**config.mk**
```make
export PLATFORM = sky130hd
export DESIGN_NAME = uart_rx
export DESIGN_NICKNAME = d
export VERILOG_FILES = /design/src/rtl/uart_pkg.sv /design/src/rtl/sync_2ff.sv /design/src/rtl/uart_rx.sv
export SDC_FILE = /design/constraint.sdc
export NUM_CORES = 1
export LEC_CHECK = 0
export CAP_MARGIN = 20
export CORE_MARGIN = 10
export CORE_UTILIZATION = 50
export CTS_CLUSTER_DIAMETER = 40
export CTS_CLUSTER_SIZE = 14
export DETAILED_ROUTE_END_ITERATION = 7
export GPL_TIMING_DRIVEN = 0
export PLACE_DENSITY = 0.73
export SETUP_SLACK_MARGIN = 0.1
export SYNTH_ARGS = -nofsm -noshare
export SYNTH_HDL_FRONTEND = slang
export SYNTH_SLANG_ARGS = --single-unit
export TNS_END_PERCENT = 100
```
**constraint.sdc**
```tcl
create_clock -name clk -period 1.9 [get_ports clk]
set_input_delay 0.57 -clock clk [delete_from_list [all_inputs] [get_ports clk]]
set_output_delay 0.57 -clock clk [all_outputs]
set_load 0.02 [all_outputs]
```
**src/rtl/uart_pkg.sv**
```systemverilog
// Shared UART definitions for the uart_tx / uart_rx pair.
//   uart_state_t : one-hot frame state encoding (IDLE/START/DATA/STOP)
//   DATA_BITS    : payload bits per frame
//   baud_width() : clk cycles per line bit for a given clock and baud rate
package uart_pkg;

    localparam int DATA_BITS = 8;

    typedef enum logic [3:0] {
        IDLE  = 4'b0001,
        START = 4'b0010,
        DATA  = 4'b0100,
        STOP  = 4'b1000
    } uart_state_t;

    function automatic int baud_width(input int clock_speed, input int baud_rate);
        return clock_speed / baud_rate;
    endfunction

endpackage

```
**src/rtl/sync_2ff.sv**
```systemverilog
// Generic two-flop synchronizer for a single asynchronous bit.
//   clk      : destination clock
//   rst_n    : asynchronous active-low reset, loads RESET_VAL into both flops
//   d        : asynchronous input
//   q        : synchronized output, lags d by two clk edges
module sync_2ff #(
    parameter logic RESET_VAL = 1'b0
) (
    input  logic clk,
    input  logic rst_n,
    input  logic d,
    output logic q
);

    logic meta;

    // NOTE: clocked state uses non-blocking assignments so both flops sample
    // their inputs from before the edge; blocking here would collapse the
    // chain into a single flop.
    always_ff @(posedge clk or negedge rst_n) begin
        if (!rst_n) begin
            meta <= RESET_VAL;
            q    <= RESET_VAL;
        end else begin
            meta <= d;
            q    <= meta;
        end
    end

endmodule

```
**src/rtl/uart_rx.sv**
```systemverilog
// UART receiver: 1 start bit (low), 8 payload bits LSB first carried inverted
// on the line, 1 stop bit (high). Every bit is sampled at its midpoint.
//   clk       : system clock
//   rst       : asynchronous active-low reset
//   rx        : serial line, asynchronous to clk, idles high
//   data      : last correctly framed byte (payload re-inverted)
//   rx_valid  : one-cycle strobe, data updated this cycle
//   frame_err : one-cycle strobe, stop bit sampled low, byte discarded
//   busy      : high whenever a frame is in progress
module uart_rx
    import uart_pkg::*;
#(
    parameter int BAUD_RATE   = 115_200,
    parameter int CLOCK_SPEED = 50_000_000
) (
    input  logic                 clk,
    input  logic                 rst,
    input  logic                 rx,
    output logic [DATA_BITS-1:0] data,
    output logic                 rx_valid,
    output logic                 frame_err,
    output logic                 busy
);

    localparam int BAUD_WIDTH = baud_width(CLOCK_SPEED, BAUD_RATE);
    localparam int HALF_WIDTH = BAUD_WIDTH / 2;
    localparam int CNT_W      = $clog2(BAUD_WIDTH);
    localparam int IDX_W      = $clog2(DATA_BITS);

    localparam logic [CNT_W-1:0] BAUD_LAST = CNT_W'(BAUD_WIDTH - 1);
    localparam logic [CNT_W-1:0] HALF_LAST = CNT_W'(HALF_WIDTH - 1);
    localparam logic [IDX_W-1:0] IDX_LAST  = IDX_W'(DATA_BITS - 1);

    uart_state_t          state;
    logic [CNT_W-1:0]     counter;
    logic [IDX_W-1:0]     bit_idx;
    logic [DATA_BITS-1:0] shift;
    logic                 rx_s;

    // Line idles high, so the synchronizer resets to 1 to avoid a false
    // start edge right after reset release.
    sync_2ff #(
        .RESET_VAL (1'b1)
    ) u_rx_sync (
        .clk   (clk),
        .rst_n (rst),
        .d     (rx),
        .q     (rx_s)
    );

    always_ff @(posedge clk or negedge rst) begin
        if (!rst) begin
            state     <= IDLE;
            counter   <= '0;
            bit_idx   <= '0;
            shift     <= '0;
            data      <= '0;
            rx_valid  <= 1'b0;
            frame_err <= 1'b0;
        end else begin
            rx_valid  <= 1'b0;
            frame_err <= 1'b0;

            case (state)
                IDLE: begin
                    counter <= '0;
                    if (!rx_s) begin
                        state <= START;
                    end
                end

                // Wait half a bit, then confirm the line is still low so a
                // short glitch is not taken for a start bit.
                START: begin
                    if (counter == HALF_LAST) begin
                        counter <= '0;
                        bit_idx <= '0;
                        state   <= rx_s ? IDLE : DATA;
                    end else begin
                        counter <= counter + CNT_W'(1);
                    end
                end

                // Counter is now aligned to mid-bit; a full bit period later
                // lands in the middle of the next bit. Right-shifting into the
                // MSB leaves the first (LSB) bit at shift[0] after 8 samples.
                DATA: begin
                    if (counter == BAUD_LAST) begin
                        counter <= '0;
                        shift   <= {~rx_s, shift[DATA_BITS-1:1]};
                        bit_idx <= bit_idx + IDX_W'(1);
                        if (bit_idx == IDX_LAST) begin
                            state <= STOP;
                        end
                    end else begin
                        counter <= counter + CNT_W'(1);
                    end
                end

                // Leave at mid-stop so a start bit directly following the
                // stop bit is still caught.
                STOP: begin
                    if (counter == BAUD_LAST) begin
                        counter <= '0;
                        state   <= IDLE;
                        if (rx_s) begin
                            data     <= shift;
                            rx_valid <= 1'b1;
                        end else begin
                            frame_err <= 1'b1;
                        end
                    end else begin
                        counter <= counter + CNT_W'(1);
                    end
                end

                // Any non-one-hot encoding recovers to IDLE.
                default: begin
                    state   <= IDLE;
                    counter <= '0;
                    bit_idx <= '0;
                end
            endcase
        end
    end

    assign busy = (state != IDLE);

endmodule

```
### Close-up of the layout

Window x 0 to 50, y 26 to 76 um. Cells in grey, sequential cells in the stronger grey; small squares are vias.
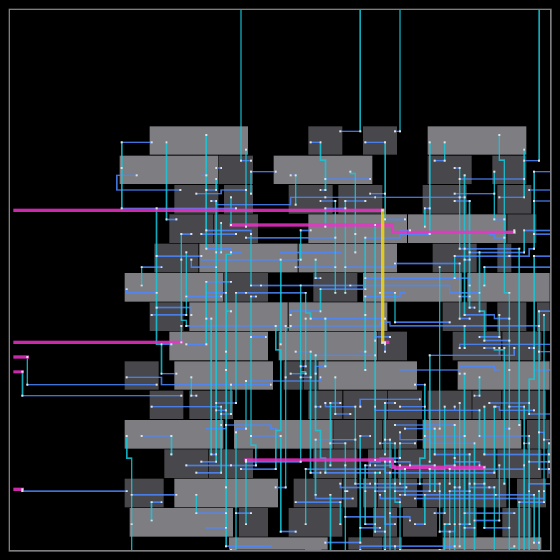
- blue: met1
- yellow: met4
- magenta: met3
- cyan: met2
- sequential cells in the window: 23
- netlist names of flops here include: data (8), shift (8), counter (3)
- cells with their middle in the window: 82
- most frequent: dfrtp_1 (20), mux2_2 (15), dlygate4sd2_1 (8)

### Supply network

Pins as bars on the die edge.
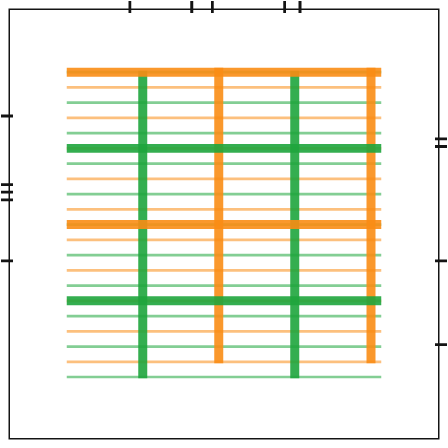
- green: VSS
- orange: VDD
- rows: 20
- met1 rails: 21
- met5 straps: 4
- signal pins: 14
- met4 straps: 4
die width: 76.4 um
core region area: 3050 um2
Die Y: 76.4 um
worst-case vdd ir drop: 807 uV

### Selected gate families

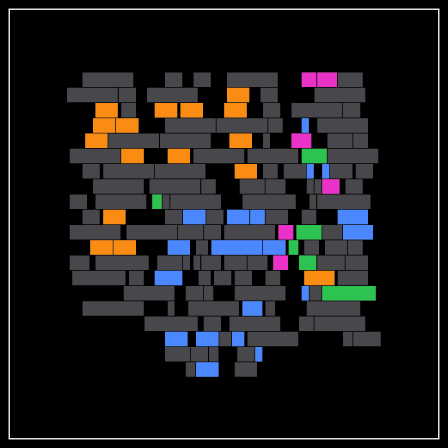
- orange: multiplexers (cells 16)
- green: inverting AOI/OAI gates (cells 6)
- magenta: AND-OR and OR-AND gates (cells 6)
- blue: NOR gates (cells 19)

### Register map, names as in the netlist

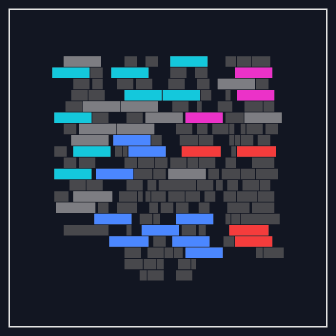
- cyan: data (flops 8)
- blue: counter (flops 9)
- magenta: bit_idx (flops 3)
- red: state (flops 4; where middle right)
- not coloured: 12
sequential share of cell area: 0.438
Layout Utilization: 0.679
Storage cell area: 908 um2

==> run notes <==
Implementation status.

- The run finished, with violations left.
- The final reports fail on setup timing.
- From synthesis to final layout, the design area changed by 30.5%.
- The register containing the most flip-flops in the final layout is counter.
- The first-pass GRT wire length is 5490 um.
- After the last flow step, the layout net total stands at 160.
- The critical path data required time is ~1300 ps.
- The number of antenna-violating nets in the routed design is 0.
- The highest metal layer carrying signal wires in the routed design is met4.
- The post-synthesis compound-gate area fraction is 0.0591.
- The share of synthesized area in the top cell type comes to 0.520.
- The final weighted congestion in routability-driven placement is 0.797.
- In this run, synthesis produced a sequential element count of 36.
- The largest registers in the layout are counter x9, data x8, shift x8.
- The fraction of met3 tracks used by global routing is 0.0519.
- The number of antenna violations at the first check in global routing is 0.
- In this run the deepest clock path goes through 2 buffers.
- The post-layout instance count excluding filler cells is slightly below 200.
- Dividing the detail-routed wire length by the instance count gives between 15 and 20 um.
- Yosys printed 0 warnings.
- The tool flagged a number of max-cap violations equal to 0.
- In this run, the synthesized area fraction spent on adder and majority cells is recorded as 0.0394.
- The highest clock rate this design can be run at is 456 MHz.
- The final hold violation count recorded for this run is 0.
- Setup repair after global routing could not meet its margin everywhere.
- The script reports the combined buffer and inverter count of the critical path as 2.
- The combined global-route utilization of all metal layers is 0.116.
- In the post-route analysis, the smallest setup slack over all paths is -294 ps.
- The kind of launch point of the worst setup path is a flop.
- The pin count of the biggest net entering global routing is 37.
- In the post-synthesis netlist, the cell with the most instances is dfrtp_1.
- The cell count listed in synth_stat.txt is 122.
- For this design, the sink count on the clock tree is 36.
- The most used flip-flop cell after synthesis is dfrtp_1.
- Buffers inserted during clock tree synthesis total 5.
- Clock skew on the completed layout was measured at between 10 and 15 ps.
- The critical path's top delay family is flip-flops.
- The max-slew check reports its worst relative slack as 0.493.
- The part of the cycle the worst path needs is 1.15.
- Looking at the worst setup and hold paths, the clock pins of their registers show a slew of 110 ps.
- The smallest clock period supported by the final layout is computed as 2190 ps.
- The number of iterations in the first detailed-routing pass is 4.
- After global routing the overflow that remains totals 0.
- Per the detailed-route log, wirelength across all metal layers totals around 3300 um.
- The fraction of cell area in multi-input combinational cells is reported as 0.380.
- Of the cells placed in the final design, the portion with a size suffix greater than 1 is 0.412.
- The top logic cell by instance count in the layout is dfrtp_1.
- The count of flip-flops with a built-in enable after synthesis is 0.
- met2 track demand over resource after global routing is 0.201.
- The register with the most flip-flops in the layout has 9 of them.
- The layout report lists the non-clock buffer share of cell area as 0.111.
- As reported, the later end of the worst-skew pair has a clock insertion delay of between 300 and 400 ps.
- The count of buffers inserted at the top-level ports is 13.
- The final report lists the setup-violating endpoint count as 12.
- TritonCTS built the clock tree.
- In this run the cell area of the synthesized design comes to ~1600 um2.
- The final-report max-slew violation count is 0.
- In this run the power density over the cells is 1040 nW/um2.
- The instance count after placement with tap cells included is 179.
- Across all layers, the routed design uses between 1000 and 1500 vias.
- The well-tap cell count is 44.
- The count of inverters other than clock inverters in the layout is 4.
- The number of buffers inserted for hold repair after clock tree synthesis is 0.
- The simple-gate share of the synthesized area is 0.160.
- The category of the most critical setup path is reg2out.
- The number of filler instances in the final layout is 248.
- For this design the static power due to leakage is 0.000979 uW.
- The smallest hold slack is 287 ps.
- The count of plain and timing-repair buffers is 25.
- Detailed routing placed a total of 124 um of wire on met3.
- The count of buffers added by post-CTS timing repair for setup is 6.
- The final-layout setup total negative slack is -643 ps.
- The timing report shows that the slowest cell on the worst path is dfstp_2.
- The synthesis run identifies the leading combinational cell family as simple AND/OR/NAND/NOR gates.
- The number of clock buffers in the layout is 6.
- After floorplanning, the die was sized to cover 5830 um2.
- The busiest metal layer after global routing is met2.
[worst paths after layout]
kind / cells past startpoint / startpoint / endpoint / slack, ps
worst max-delay path: 3 / state[0] / busy / -290
worst min-delay path: 1 / rst / data[0] / 290
worst max register to register: 6 / state[0] / state[2] / -140
worst min register to register: 0 / u_rx_sync.meta / u_rx_sync.q / 360
max in group asynchronous: 1 / rst / counter[3] / 1080
min in group clk: 0 / u_rx_sync.meta / u_rx_sync.q / 360
[power breakdown]
| group | switching, uW | total [uW] | internal [uW] |
|---|---|---|---|
| logic | 328 | 732 | 405 |
| clock network | 247 | 523 | 276 |
| registers | 74.5 | 896 | 821 |
| total | 649 | 2150 | 1500 |
No activity file was given, so power comes from the tool's default toggle rates.
